`config.mk`:
```
export PLATFORM = sky130hd
export DESIGN_NAME = hazard_ctrl
export DESIGN_NICKNAME = d
export VERILOG_FILES = /design/src/rtl/hazard_ctrl.sv
export SDC_FILE = /design/constraint.sdc
export NUM_CORES = 1
export LEC_CHECK = 0
export ABC_CLOCK_PERIOD_IN_PS = 4000
export CAP_MARGIN = 30
export CORE_MARGIN = 5
export CORE_UTILIZATION = 51
export CTS_CLUSTER_DIAMETER = 80
export DETAILED_ROUTE_END_ITERATION = 8
export GPL_TIMING_DRIVEN = 1
export PLACE_DENSITY_LB_ADDON = 0.25
export SLEW_MARGIN = 40
export SYNTH_ARGS = -nofsm -noshare
export SYNTH_HDL_FRONTEND = slang
export SYNTH_SLANG_ARGS = --single-unit
```
`constraint.sdc`:
```
create_clock -name clk -period 4 [get_ports clk]
set_input_delay 1 -clock clk [delete_from_list [all_inputs] [get_ports clk]]
set_output_delay 1 -clock clk [all_outputs]
set_load 0.02 [all_outputs]
```
`src/rtl/hazard_ctrl.sv`:
```
// Hazard controller for the RV32I pipeline: two-slot destination scoreboard,
// registered EX forwarding controls, and stall / bubble / flush sequencing.
module hazard_ctrl #(
    parameter int CNT_W = 16
) (
    input  logic             clk,
    input  logic             rst,
    input  logic [4:0]       id_rs1,
    input  logic [4:0]       id_rs2,
    input  logic             id_use_rs1,
    input  logic             id_use_rs2,
    input  logic [4:0]       id_rd,
    input  logic             id_regwrite,
    input  logic [6:0]       id_op,
    input  logic             branch_taken,
    input  logic             mem_busy,
    output logic             is_hazard1,
    output logic             is_hazard2,
    output logic [2:0]       hazard_reg1,
    output logic [2:0]       hazard_reg2,
    output logic             dup_src,
    output logic             stall_if,
    output logic             stall_id,
    output logic             bubble_ex,
    output logic             flush_id,
    output logic [CNT_W-1:0] stall_cnt
);

    localparam logic [6:0] OP_LOAD = 7'b0000011;

    typedef enum logic {
        ST_RUN,
        ST_MEMWAIT
    } state_t;

    state_t r_state;
    state_t w_next_state;

    logic       r_d1_valid;
    logic [4:0] r_d1_rd;
    logic       r_d1_load;
    logic       r_d2_valid;
    logic [4:0] r_d2_rd;

    logic       r_is_hazard1;
    logic       r_is_hazard2;
    logic [2:0] r_hazard_reg1;
    logic [2:0] r_hazard_reg2;
    logic       r_dup_src;
    logic [CNT_W-1:0] r_stall_cnt;

    logic       w_m1a;
    logic       w_m1b;
    logic       w_m2a;
    logic       w_m2b;
    logic       w_need2a;
    logic       w_need2b;
    logic       w_same_src;
    logic       w_load_use;
    logic       w_freeze;
    logic       w_advance;
    logic       w_issue;
    logic       w_fwd_h1;
    logic       w_fwd_h2;
    logic [2:0] w_fwd_r1;
    logic [2:0] w_fwd_r2;
    logic       w_fwd_dup;

    // Slot validity already excludes rd == 0; the extra x0 guard keeps that explicit.
    always_comb begin
        w_m1a = r_d1_valid & id_use_rs1 & (id_rs1 == r_d1_rd) & (id_rs1 != 5'd0);
        w_m1b = r_d1_valid & id_use_rs2 & (id_rs2 == r_d1_rd) & (id_rs2 != 5'd0);
        w_m2a = r_d2_valid & id_use_rs1 & (id_rs1 == r_d2_rd) & (id_rs1 != 5'd0);
        w_m2b = r_d2_valid & id_use_rs2 & (id_rs2 == r_d2_rd) & (id_rs2 != 5'd0);
        w_need2a   = w_m2a & ~w_m1a;
        w_need2b   = w_m2b & ~w_m1b;
        w_same_src = id_use_rs1 & id_use_rs2 & (id_rs1 == id_rs2);
        w_load_use = r_d1_load & (w_m1a | w_m1b);

        w_fwd_h1  = w_m1a | w_m1b;
        w_fwd_r1  = w_m1a ? 3'd1 : (w_m1b ? 3'd2 : 3'd0);
        w_fwd_h2  = w_need2a | w_need2b;
        w_fwd_r2  = w_need2a ? 3'd3 : (w_need2b ? 3'd4 : 3'd0);
        w_fwd_dup = w_same_src & (w_m1a | w_m2a);
    end

    always_comb begin
        w_next_state = r_state;
        w_freeze     = 1'b0;
        w_advance    = 1'b0;
        w_issue      = 1'b0;
        stall_if     = 1'b0;
        stall_id     = 1'b0;
        bubble_ex    = 1'b0;
        flush_id     = 1'b0;
        case (r_state)
            ST_RUN: begin
                if (mem_busy) begin
                    w_next_state = ST_MEMWAIT;
                    w_freeze     = 1'b1;
                end
            end
            ST_MEMWAIT: begin
                if (mem_busy) begin
                    w_freeze = 1'b1;
                end else begin
                    w_next_state = ST_RUN;
                end
            end
            default: w_next_state = ST_RUN;
        endcase
        // Reset overrides everything, including a pending memory freeze.
        if (!rst) begin
            if (w_freeze) begin
                stall_if = 1'b1;
                stall_id = 1'b1;
            end else begin
                w_advance = 1'b1;
                if (branch_taken) begin
                    flush_id  = 1'b1;
                    bubble_ex = 1'b1;
                end else if (w_load_use) begin
                    stall_if  = 1'b1;
                    stall_id  = 1'b1;
                    bubble_ex = 1'b1;
                end else begin
                    w_issue = 1'b1;
                end
            end
        end
    end

    always_ff @(posedge clk or posedge rst) begin
        if (rst) begin
            r_state    <= ST_RUN;
            r_d1_valid <= 1'b0;
            r_d1_rd    <= 5'd0;
            r_d1_load  <= 1'b0;
            r_d2_valid <= 1'b0;
            r_d2_rd    <= 5'd0;
        end else begin
            r_state <= w_next_state;
            if (w_advance) begin
                r_d2_valid <= r_d1_valid;
                r_d2_rd    <= r_d1_rd;
                r_d1_valid <= w_issue & id_regwrite & (id_rd != 5'd0);
                r_d1_rd    <= id_rd;
                r_d1_load  <= w_issue & (id_op == OP_LOAD);
            end
        end
    end

    // Codes registered on a bubble cycle are zero so the NOP in EX forwards nothing.
    always_ff @(posedge clk or posedge rst) begin
        if (rst) begin
            r_is_hazard1  <= 1'b0;
            r_is_hazard2  <= 1'b0;
            r_hazard_reg1 <= 3'd0;
            r_hazard_reg2 <= 3'd0;
            r_dup_src     <= 1'b0;
        end else if (w_advance) begin
            r_is_hazard1  <= w_issue & w_fwd_h1;
            r_is_hazard2  <= w_issue & w_fwd_h2;
            r_hazard_reg1 <= w_issue ? w_fwd_r1 : 3'd0;
            r_hazard_reg2 <= w_issue ? w_fwd_r2 : 3'd0;
            r_dup_src     <= w_issue & w_fwd_dup;
        end
    end

    always_ff @(posedge clk or posedge rst) begin
        if (rst) begin
            r_stall_cnt <= '0;
        end else if ((stall_if | bubble_ex) && (r_stall_cnt != '1)) begin
            r_stall_cnt <= r_stall_cnt + {{(CNT_W-1){1'b0}}, 1'b1};
        end
    end

    assign is_hazard1  = r_is_hazard1;
    assign is_hazard2  = r_is_hazard2;
    assign hazard_reg1 = r_hazard_reg1;
    assign hazard_reg2 = r_hazard_reg2;
    assign dup_src     = r_dup_src;
    assign stall_cnt   = r_stall_cnt;

endmodule

```
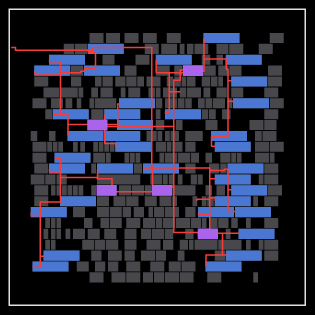
run_1/clk_routes.png
(4 px per um)
[clock wires] red | length: 459 um
[flip-flops] blue | count: 36
[clock drivers] purple | count: 5
routed clock nets	6
flops lie	all over the die
relative contribution of the clock network to total power: 27.9%
Layout Skew: 0.006609 ns
power in the clock group: 0.310 mW
clock latency of the later-clocked register in the worst-skew pair: 0.29 ns

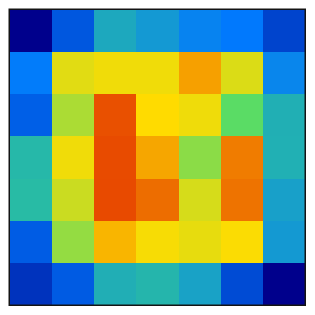
run_1/cell_density.png
(4 px per um) The die is cut into 7 by 7 equal tiles; dark blue is low, red is high, 0 to 100% covered.
tiles over 75% full	20%
densest ninth of the die	middle
fullest tile	92%
mean over tiles	51%
Layout Utilization: 71.83%
core region area: 3971 um2
starting density of the core: 52.02%

==> results.json, run 1 <==
{
  "timing.final.max_slew_violations": 0,
  "die_area_um2": 5424,
  "rsz0062_at_grt": "false",
  "async_reset_ff_share_pct": 100.0,
  "cpMaxStageDelayCell": "sky130_fd_sc_hd__or4_1",
  "synth_sequential_area_ratio_pct": 43.61,
  "layout-drive-gt1-share_pct": 12.93,
  "overflow": 0,
  "finalHoldViolations": 0,
  "place.gp.congestion": 0.8712,
  "synthesis.area_per_instance_um2": 9.305,
  "antenna_cells_inserted": 0,
  "worst_hold_startpoint": "hazard_reg2[2]",
  "fin_area_um2": 2853,
  "reg2reg_from": "stall_cnt[0]",
  "cells_yosys": 222,
  "fmax_ghz": 0.2597,
  "count_of_h_tree_levels_built_during_cts": 2,
  "clockRootBuffer": "sky130_fd_sc_hd__clkbuf_8",
  "ctsLongestPathBuffers": 2,
  "cp_data_arrival_time_ns": 2.85,
  "grt_usage_pct": 20.01,
  "top_cell_type_s_share_of_synthesized_area_pct": 43.61,
  "run_status": "completed",
  "number_of_maximum_capacitance_violations": 0,
  "detailroute.via_count": 1798,
  "floorplan.nets": 252,
  "start_kind": "input pin",
  "timing.max_slew.rel_slack_pct": 60.76,
  "firstDrtPassIters": 4,
  "finalWirelength_mm": 4.815,
  "cts_tree": "yes",
  "worst-path-buf-inv": 2,
  "clk_pin_slew_worst_paths_ns": 0.07,
  "timing.critical_path.required_ns": 3.00,
  "final_period_utilization_pct": 96.26,
  "cell_area_after_synthesis_um2": 2066,
  "cts_sinks": 36,
  "placement_rows": 23,
  "routed_via_density": 5.227,
  "detailed_place.area_um2": 2760,
  "nets": 323,
  "total_of_warnings_raised_by_yosys": 0,
  "worstPathMaxFanout": 3,
  "enable_flop_cells": 0,
  "maximum_number_of_pins_on_one_net_before_global_route_repair": 38,
  "yosys-top-cells-count": "sky130_fd_sc_hd__nand2_1, sky130_fd_sc_hd__dfrtp_1, sky130_fd_sc_hd__xor2_1",
  "timing.critical_path.max_delay_family": "simple AND/OR/NAND/NOR gates",
  "slew_at_the_pin_closest_to_its_max_slew_limit_ns": 0.5846,
  "pnr_total_power_mw": 1.113,
  "area.sequential_um2": 900.9,
  "static_leakage_nw": 1.236,
  "ys_area_um2": 2066,
  "fin_setup_tns_ns": 0,
  "ys_top_cells_by_area": "sky130_fd_sc_hd__dfrtp_1, sky130_fd_sc_hd__nand2_1, sky130_fd_sc_hd__xor2_1",
  "dr.first_iter.drc_count": 103,
  "netlist.top_cell.by_instances": "sky130_fd_sc_hd__nand2_1",
  "cell_area_power_density_nw_per_um2": 390.3,
  "grt_antenna_before_repair": 0,
  "grt_pass1_vias": 1794,
  "critical_path_class": "input pin to output pin",
  "critical_path.max_stage_delay_ns": 0.55,
  "final_hold_slack_ns": 0.4838,
  "tritoncts.num_buffers": 5,
  "worstPathCellList": "clkdlybuf4s50_1, or4_1, o21ai_2, nor3_2, o21ai_4, nor2_1, o21a_1, clkbuf_2",
  "ir_drop_uv": 286.0,
  "netlist-cell-type-count": 40,
  "setup.worst_path.start": "id_rs1[0]",
  "worstHoldPathType": "flop to flop",
  "multi_input_comb_area_um2": 1105,
  "yosys_register_bits": 36,
  "drcViolationCount": 0,
  "detail_route.wl_per_cell_um": 14.00,
  "tool_warnings": 26,
  "dpl.hpwl_mm": 3.741,
  "largest_area_cell": "sky130_fd_sc_hd__dfrtp_1",
  "syn_inst": 222,
  "wire_length_of_the_first_global_routing_pass_mm": 8.362,
  "n_fill_cell": 321,
  "setup_viol_count_final": 0
}
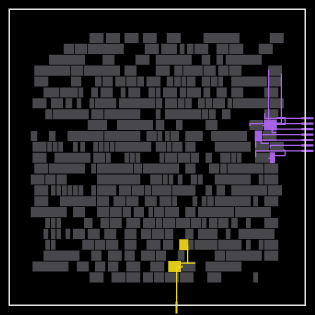
run_1/io_fan.png
(4 px per um)
port	color	direction	end cells	buffers	wire
id_op	purple	input	3	7	130 um
id_use_rs1	yellow	input	2	1	19.2 um
number of buffer cells added on primary ports: 56
top-level I/O count: 58

## run 1: layout by cell type (no fill, tap or decap), drive strengths merged, types with 3 or more instances in the layout
master	Yosys	final
clkdlybuf4s50	0	53
or4	3	3
o31ai	3	3
nand2	52	52
nand4	5	5
a21oi	7	7
buf	4	16
dfrtp	36	36
inv	3	3
nand3	12	12
nor2	7	7
a211oi	7	7
o21ai	11	11
xnor2	17	17
and2	3	3
clkbuf	4	9
xor2	22	22
and3	3	3
nor3	3	3
## run 1: through the flow
stage / cells / setup WS [ns]
6_report: 344 / 0.1497
5_1_grt: 344 / 0.04693
4_1_cts: 344 / 0.01063
3_5_place_dp: 336 / -0.2037
3_3_place_gp: 336 / -0.1886
2_1_floorplan: 222 / 0.4764
## run 1: tightest hold or removal path, delay by kind of cell (launching register included)
kind | cells | cell delay (ns)
AND-OR/OR-AND | 1 | 0.05
flip-flops | 1 | 0.34
AND/OR/NAND/NOR | 1 | 0.06
## run 1: area by class of cell
cell class / count / share of cell area [%]
Inverter: 3 / 0.3947
Sequential cell: 36 / 31.58
Clock inverter: 2 / 1.228
Clock buffer: 6 / 2.544
Tap cell: 50 / 2.193
Multi-Input combinational cell: 175 / 38.73
Timing Repair Buffer: 72 / 23.33
## run 1: path summary, 6_finish.rpt
kind                                   to  slack, ns  cells after the start
min in group asynchronous      r_d2_valid       1.23                      3
max in group asynchronous      r_d1_rd[3]       2.45                      3
setup / recovery                 stall_if       0.15                      8
hold reg to reg            hazard_reg2[2]       0.48                      2
hold / removal             hazard_reg2[2]       0.48                      2
setup reg to reg             stall_cnt[1]       1.66                      7
## run 1: state kept, by name, indices dropped and copies added (netlist names)
name / cells
r_d1_valid: 1
hazard_reg1: 2
r_d1_load: 1
is_hazard1: 1
dup_src: 1
hazard_reg2: 2
is_hazard2: 1
r_d2_valid: 1
stall_cnt: 16
r_d2_rd: 5
r_d1_rd: 5
## run 1: logic make-up after synthesis
kind of cell	share of synthesized area, %
simple gates	22.71
xor+xnor	16.54
flops	43.61
compound gates	12.36
buf+inv	2.907
mux	1.090
fa+ha+maj	0.6056
other cells	0.1815
## run 1: metal layers
metal	vias up	share of wire, %	global-route usage [%]
li1	904	-	-
met1	844	45	25.91
met2	42	48	32.28
met3	8	5.8	4.241
met4	0	1.7	8.451
met5	-	0	0
## run 1: power by group
part / total [mW] / switching, mW / internal, mW
sequential: 0.489 / 0.0713 / 0.417
combinational: 0.314 / 0.152 / 0.162
clock: 0.310 / 0.126 / 0.185
total: 1.11 / 0.349 / 0.764
## run 1: what timing repair did
| item | CTS | global route |
|---|---|---|
| endpoints found under the setup margin | 3 | 3 |
| gates resized | 3 | 6 |
| hold buffers | 0 | 0 |
| pin swaps | 0 | 1 |
| setup buffers | 0 | 0 |
run_1/congestion.png
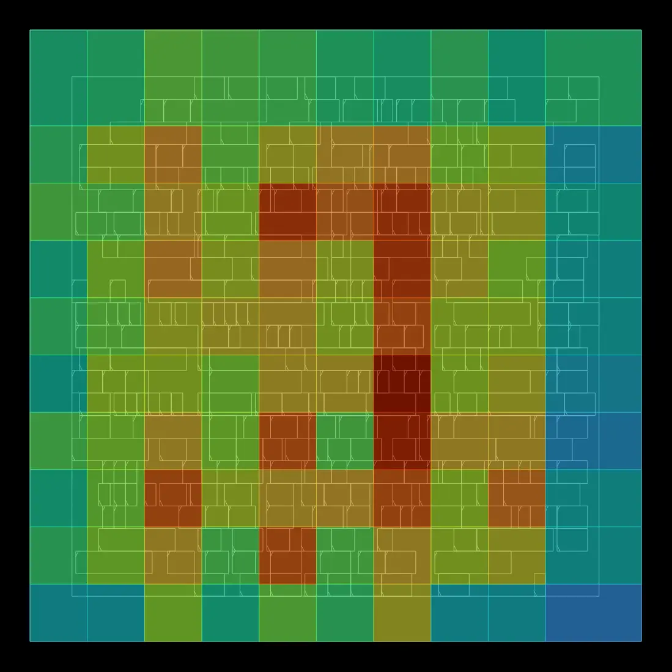

## Run 2: what changed since run 1
Settings changed: ABC_AREA from default to 1, CORE_UTILIZATION 51 to 53, PLACE_DENSITY from default to 0.85, PLACE_DENSITY_LB_ADDON 0.25 to default.
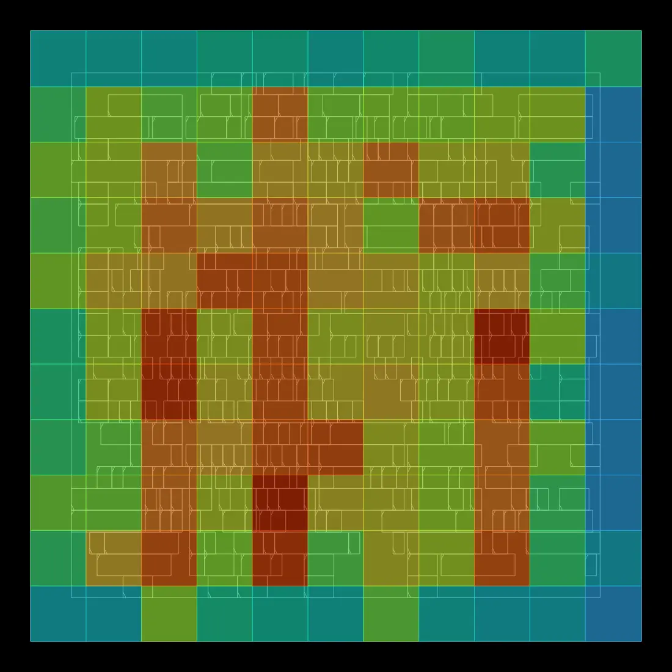
run_2/congestion.png
Layout Utilization: 70.51%
global routing met1 resource utilization: 25.42%

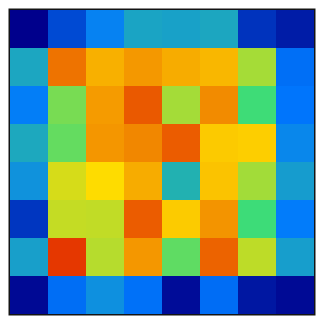
run_2/cell_density.png
(4 px per um) The die is cut into 8 by 8 equal tiles; dark blue is low, red is high, 0 to 100% covered.
starting density of the core: 53.73%
core region area: 4294 um2

==> results.json, run 2 <==
{
  "antenna_cells_inserted": 0,
  "die_h_um": 75.98,
  "worst-path-buf-inv": 3,
  "nets": 416,
  "grt_usage_pct": 20.65,
  "cts_sinks": 36,
  "ir_drop_uv": 198.2,
  "n_fill_cell": 359,
  "largest_area_cell": "sky130_fd_sc_hd__dfrtp_1",
  "cells_yosys": 323,
  "yosys-top-cells-count": "sky130_fd_sc_hd__nand2_1, sky130_fd_sc_hd__dfrtp_1, sky130_fd_sc_hd__inv_1, sky130_fd_sc_hd__nand3_1, sky130_fd_sc_hd__nor2_1",
  "clockRootBuffer": "sky130_fd_sc_hd__clkbuf_8",
  "netlist-cell-type-count": 33,
  "insertion_delay_ns": 0.29,
  "grt_pass1_vias": 2197,
  "synthSimpleGateAreaFrac_pct": 36.44,
  "xor_xnor_fraction_of_synth_area_pct": 4.935,
  "static_leakage_nw": 1.466,
  "worstPathMaxFanout": 3,
  "die_area_um2": 5773,
  "finalHoldViolations": 0,
  "dpl.hpwl_mm": 4.474,
  "ys_top_cells_by_area": "sky130_fd_sc_hd__dfrtp_1, sky130_fd_sc_hd__nand2_1, sky130_fd_sc_hd__nand3_1",
  "final_hold_slack_ns": 0.4850,
  "cell_area_power_density_nw_per_um2": 326.7,
  "layout_top_cell_excl_fill_tap": "sky130_fd_sc_hd__nand2_1",
  "layout-drive-gt1-share_pct": 11.63,
  "pnr_total_power_mw": 0.9891,
  "top_cell_type_s_share_of_synthesized_area_pct": 39.05,
  "wire_length_of_the_first_global_routing_pass_mm": 10.04,
  "final_period_minus_worst_setup_slack_ns": 3.755,
  "count_of_h_tree_levels_built_during_cts": 2,
  "rsz0062_at_grt": "false",
  "fin_setup_tns_ns": 0,
  "yosys.area_share.adder_pct": 0.5423,
  "yosys_register_bits": 36,
  "cell_area_after_synthesis_um2": 2307,
  "firstDrtPassIters": 4,
  "placement_rows": 24,
  "tritoncts.num_buffers": 5,
  "mux_share_of_post_synthesis_cell_area_pct": 0,
  "topCombFamilyByArea": "simple AND/OR/NAND/NOR gates",
  "flip_flop_count_of_the_largest_register_after_layout": 16,
  "syn_inst": 323,
  "cp_data_arrival_time_ns": 2.75,
  "total_of_warnings_raised_by_yosys": 0,
  "overflow": 0,
  "netlist.top_cell.by_instances": "sky130_fd_sc_hd__nand2_1",
  "power.sequential.fraction_pct": 45.6,
  "detail_route.wl_per_cell_um": 13.13,
  "ctsLongestPathBuffers": 2,
  "ys_area_um2": 2307,
  "power_frac_clock_pct": 27.5,
  "sw_frac_of_total_pct": 33.32,
  "tool_warnings": 26,
  "timing.critical_path.max_delay_family": "buffers and inverters",
  "fmax_ghz": 0.2663,
  "finalWirelength_mm": 5.762,
  "multi_input_comb_area_um2": 1184,
  "timing.final.max_slew_violations": 0,
  "floorplan.nets": 353,
  "start_kind": "input pin",
  "setup_viol_count_final": 0,
  "place.port_buffers": 56,
  "enable_flop_cells": 0,
  "worstHoldPathType": "flop to flop",
  "synth_sequential_area_ratio_pct": 39.05,
  "maximum_number_of_pins_on_one_net_before_global_route_repair": 37,
  "critical_path_class": "input pin to output pin",
  "fin_area_um2": 3028,
  "combinationalPowerShare_pct": 26.9,
  "place.gp.congestion": 0.9716,
  "worstPathCellList": "clkdlybuf4s50_1, inv_2, a21oi_1, nand2_2, nor2_4, nand2_4, nand2_4, nand3_1, a21oi_1, dlygate4sd2_1",
  "drcViolationCount": 0,
  "detailroute.via_count": 2323,
  "number_of_maximum_capacitance_violations": 0,
  "timing.critical_path.required_ns": 3.00,
  "dominant_flop_cell": "sky130_fd_sc_hd__dfrtp_1",
  "run_status": "completed",
  "antenna_left": 0,
  "cts_hold_repair.buffers": 0,
  "synth-compound-area-share_pct": 9.219,
  "ioPinCount": 58,
  "detailed_place.area_um2": 2935,
  "power_switching_mw": 0.3295,
  "internal_cell_power_mw": 0.6596,
  "clk_pin_slew_worst_paths_ns": 0.07,
  "grt_antenna_before_repair": 0,
  "chipWidth_um": 75.98,
  "critical_path.max_stage_delay_ns": 0.54,
  "mostFrequentLayoutCells": "sky130_fd_sc_hd__nand2_1, sky130_fd_sc_hd__clkdlybuf4s50_1, sky130_fd_sc_hd__dfrtp_1, sky130_fd_sc_hd__nand3_1, sky130_fd_sc_hd__inv_1",
  "dr.first_iter.drc_count": 170,
  "routed_via_density": 5.292,
  "async_reset_ff_share_pct": 100.0,
  "area.sequential_um2": 900.9,
  "final_period_utilization_pct": 93.87,
  "cpMaxStageDelayCell": "sky130_fd_sc_hd__clkdlybuf4s50_1",
  "synthesis.area_per_instance_um2": 7.143,
  "timing.critical_path.to_type": "output pin",
  "cts_tree": "yes",
  "growth_of_design_area_from_synthesis_to_finish_pct": 31.24,
  "fin_skew_ns": 0.01043
}
run 2: cell types whose count changed in the layout (fill, tap and decap cells not counted), sizes merged, moves of 5 or more:
cell / before / now
o21ai: 11 / 18
a211oi: 7 / 0
nor2: 7 / 25
buf: 16 / 10
xnor2: 17 / 3
nor3: 3 / 8
nand2: 52 / 114
inv: 3 / 40
o22ai: 0 / 6
xor2: 22 / 10
nand3: 12 / 31
run 2: what timing repair did:
action / 4_1_cts / 5_1_grt
setup endpoints to repair: 2 / 1
gates resized: 2 / 1
setup buffers: 0 / 0
run 2: area by class of cell:
| class | instances | share of cell area (%) |
|---|---|---|
| multi-input cells | 237 | 39.09 |
| flip-flops and latches | 36 | 29.75 |
| repair buffers | 66 | 20.99 |
| inverters | 40 | 4.959 |
| clock buffers | 6 | 2.727 |
| well taps | 52 | 2.149 |
| clock inverters | 2 | 0.3306 |
run 2: path summary, 6_finish.rpt:
check                             startpoint       endpoint  slack [ns]  cells past startpoint
min in group asynchronous                rst  stall_cnt[15]        1.25                      3
worst max-delay path               id_rs1[3]       stall_id        0.25                     10
max in group asynchronous                rst     is_hazard1        2.43                      3
worst min register to register    is_hazard2     is_hazard2        0.48                      2
worst min-delay path              is_hazard2     is_hazard2        0.48                      2
worst max register to register  stall_cnt[0]  stall_cnt[14]        1.97                     10
run 2: kinds of logic (layout without fill, tap and decap cells):
| logic type | after synthesis | in the layout |
|---|---|---|
| simple gates | 187 | 187 |
| fa+ha+maj | 1 | 1 |
| buf+inv | 50 | 114 |
| other cells | 1 | 1 |
| compound gates | 35 | 35 |
| xor+xnor | 13 | 13 |
| flops | 36 | 36 |
run 2: layer usage:
metal / vias up / GRT usage, % / part of all wire, %
met5: - / 0 / 0
met4: 0 / 5.516 / 1.6
met3: 13 / 4.965 / 6.4
met2: 80 / 35.87 / 50
met1: 1074 / 25.42 / 42
li1: 1156 / - / -
run 2: metrics by stage:
stage,cells,setup WS (ns)
finish,439,0.2451
detailed placement,431,-0.04380
CTS,439,0.06252
global route,439,0.1305
floorplan,323,0.8143
global placement,431,0.03199
run 2: power by group through the flow:
stage               clock [mW]  combinational, mW  sequential [mW]
floorplan                    0              0.134            0.472
global placement             0              0.261            0.457
detailed placement           0              0.267            0.458
CTS                      0.273              0.268            0.452
global route             0.290              0.296            0.458
finish                   0.272              0.266            0.452
run 2: worst register-to-register path, cell delays in order, from the launching register on:
cell and delay, ns:
sky130_fd_sc_hd__dfrtp_1 0.42, sky130_fd_sc_hd__ha_1 0.20, sky130_fd_sc_hd__inv_1 0.05, sky130_fd_sc_hd__nor2_2 0.18, sky130_fd_sc_hd__nand3_2 0.13, sky130_fd_sc_hd__or2_1 0.27
sky130_fd_sc_hd__nor2_2 0.10, sky130_fd_sc_hd__nand2_2 0.18, sky130_fd_sc_hd__nand2_2 0.28, sky130_fd_sc_hd__nand2_1 0.08, sky130_fd_sc_hd__nand2_1 0.07
run_2/clk_routes.png
(4 px per um)
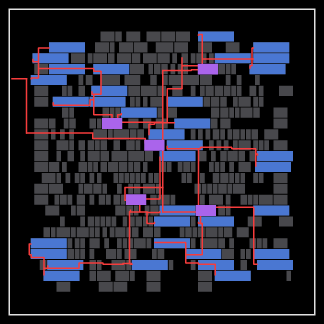

## Run 3: what changed since run 2
Settings changed: ABC_AREA 1 to default, ABC_CLOCK_PERIOD_IN_PS 4000 to 4800, CORE_UTILIZATION 53 to 51, PLACE_DENSITY 0.85 to 0.84, RECOVER_POWER from default to 25.
Clock period 4 ns to 4.8 ns, I/O delays scaled along.
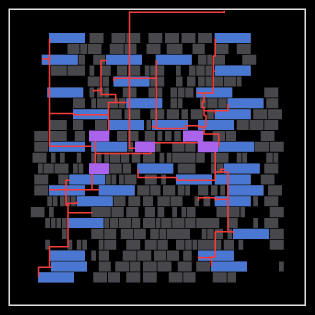
run_3/clk_routes.png
(4 px per um)
clock latency of the later-clocked register in the worst-skew pair: 0.28 ns
relative contribution of the clock network to total power: 24.3%
power in the clock group: 0.216 mW
Layout Skew: 0.006459 ns

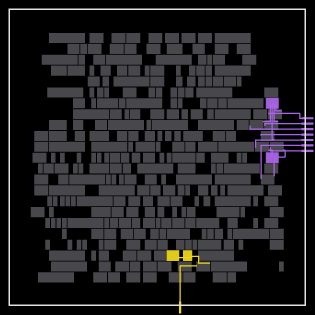
run_3/io_fan.png
(4 px per um)
port	color	direction	end cells	buffers	wire
id_op	purple	input	3	7	121 um
id_use_rs1	yellow	input	2	1	23.4 um

==> results.json, run 3 <==
{
  "cp_data_arrival_time_ns": 3.22,
  "grt_pass1_vias": 1702,
  "grt_most_used_layer": "met2",
  "netlist-cell-type-count": 40,
  "syn_inst": 222,
  "fin_setup_tns_ns": 0,
  "clockRootBuffer": "sky130_fd_sc_hd__clkbuf_8",
  "die_area_um2": 5424,
  "cell_area_power_density_nw_per_um2": 314.8,
  "critical_path_class": "input pin to output pin",
  "tool_warnings": 26,
  "final_period_utilization_pct": 92.05,
  "overflow": 0,
  "largest_area_cell": "sky130_fd_sc_hd__dfrtp_1",
  "ys_area_um2": 2066,
  "core_area_um2": 3971,
  "run_status": "completed",
  "initial_utilization_pct": 52.02,
  "fmax_ghz": 0.2263,
  "cells_yosys": 222,
  "layout_utilization_pct": 71.14,
  "place.port_buffers": 56,
  "count_of_h_tree_levels_built_during_cts": 2,
  "ys_top_cells_by_area": "sky130_fd_sc_hd__dfrtp_1, sky130_fd_sc_hd__nand2_1, sky130_fd_sc_hd__xor2_1",
  "worstHoldPathType": "flop to flop",
  "yosys-top-cells-count": "sky130_fd_sc_hd__nand2_1, sky130_fd_sc_hd__dfrtp_1, sky130_fd_sc_hd__xor2_1",
  "worstPathMaxFanout": 7,
  "dpl.hpwl_mm": 3.835,
  "chipWidth_um": 73.65,
  "antenna_left": 0,
  "number_of_maximum_capacitance_violations": 0,
  "start_kind": "input pin",
  "cts_sinks": 36,
  "firstDrtPassIters": 4,
  "placement_rows": 23,
  "setup_viol_count_final": 0,
  "finalWirelength_mm": 4.949,
  "flip_flop_count_of_the_largest_register_after_layout": 16,
  "grt_antenna_before_repair": 0,
  "cts_tree": "yes",
  "growth_of_design_area_from_synthesis_to_finish_pct": 36.77,
  "layout-drive-gt1-share_pct": 9.722,
  "finalHoldViolations": 0,
  "place.gp.congestion": 0.8961,
  "detailed_place.area_um2": 2715,
  "final_hold_slack_ns": 0.4819,
  "drcViolationCount": 0,
  "ctsLongestPathBuffers": 2,
  "detailroute.via_count": 1804,
  "final_period_minus_worst_setup_slack_ns": 4.418,
  "ioPinCount": 58,
  "mostFrequentLayoutCells": "sky130_fd_sc_hd__nand2_1, sky130_fd_sc_hd__clkdlybuf4s50_1, sky130_fd_sc_hd__dfrtp_1, sky130_fd_sc_hd__xor2_1, sky130_fd_sc_hd__xnor2_1",
  "antenna_cells_inserted": 0,
  "rsz0062_at_grt": "false",
  "total_of_warnings_raised_by_yosys": 0,
  "clk_pin_slew_worst_paths_ns": 0.07,
  "enable_flop_cells": 0,
  "grt_usage_pct": 18.60,
  "fin_area_um2": 2825,
  "die_h_um": 73.65,
  "n_fill_cell": 316,
  "timing.critical_path.required_ns": 3.60,
  "groute.layer.met3.usage_pct": 3.283,
  "cell_area_after_synthesis_um2": 2066,
  "timing.final.max_slew_violations": 0,
  "yosys_register_bits": 36,
  "tritoncts.num_buffers": 5,
  "static_leakage_nw": 1.252,
  "detail_route.wl_per_cell_um": 14.64,
  "synth_sequential_area_ratio_pct": 43.61,
  "dr.first_iter.drc_count": 122,
  "synthesis.area_per_instance_um2": 9.305,
  "hold_path_depth": 2,
  "rr_worst_depth": 7,
  "async_reset_ff_share_pct": 100.0
}
run 3: through the flow:
| stage | std cells | setup slack (ns) |
|---|---|---|
| 2_1_floorplan | 222 | 0.8764 |
| 3_3_place_gp | 330 | 0.1075 |
| 3_5_place_dp | 330 | 0.06120 |
| 4_1_cts | 338 | 0.04999 |
| 5_1_grt | 338 | 0.2866 |
| 6_report | 338 | 0.3818 |
run 3: logic make-up (layout without fill, tap and decap cells):
logic type | Yosys count | in the layout | synth area share (%)
other | 1 | 1 | 0.1815
flip-flops | 36 | 36 | 43.61
adder cells (fa/ha/maj) | 1 | 1 | 0.6056
AND/OR/NAND/NOR | 98 | 98 | 22.71
AND-OR/OR-AND | 34 | 34 | 12.36
buffers and inverters | 11 | 77 | 2.907
multiplexers | 2 | 2 | 1.090
XOR/XNOR | 39 | 39 | 16.54
run 3: routing by layer:
metal  vias up  wire length (um)
met4         0                34
met5         -                 0
met1       861              2198
met2        51              2468
li1        890                 -
met3         2               248
run 3: power by group:
part           leakage, nW  internal (mW)  switching (mW)
Sequential           0.465          0.348          0.0602
Combinational        0.742          0.134           0.132
Clock               0.0455          0.117          0.0989
Total                 1.25          0.598           0.291
run 3: path summary, 6_finish.rpt:
kind / start / end / slack [ns]
max: id_rs1[0] / stall_id / 0.38
min: is_hazard2 / is_hazard2 / 0.48
max reg2reg: stall_cnt[0] / stall_cnt[1] / 2.41
min reg2reg: is_hazard2 / is_hazard2 / 0.48
max in group asynchronous: rst / r_d2_rd[2] / 2.90
min in group asynchronous: rst / stall_cnt[11] / 1.58
run 3: layout make-up:
class | instances | area [um2] | area share [%]
Inverter | 3 | 11.26 | 0.3986
Sequential cell | 36 | 900.9 | 31.89
Multi-Input combinational cell | 175 | 1117 | 39.55
Tap cell | 50 | 62.56 | 2.214
Clock buffer | 8 | 90.09 | 3.189
Timing Repair Buffer | 66 | 643.1 | 22.76
run 3: timing repair:
action                                  4_1_cts  5_1_grt
setup buffers                                 0        0
endpoints found under the setup margin        0        3
hold endpoints to repair                      0        0
resized                                       0        5
run 3: worst max-delay path: stages:
cell and delay [ns]:
sky130_fd_sc_hd__clkdlybuf4s50_1 0.50, sky130_fd_sc_hd__or4_1 0.58, sky130_fd_sc_hd__o21ai_2 0.20, sky130_fd_sc_hd__nor3_4 0.10, sky130_fd_sc_hd__o21ai_4 0.20, sky130_fd_sc_hd__nor2_1 0.06
sky130_fd_sc_hd__o21a_1 0.18, sky130_fd_sc_hd__dlymetal6s2s_1 0.21
No activity file was given, so power comes from the tool's default toggle rates.
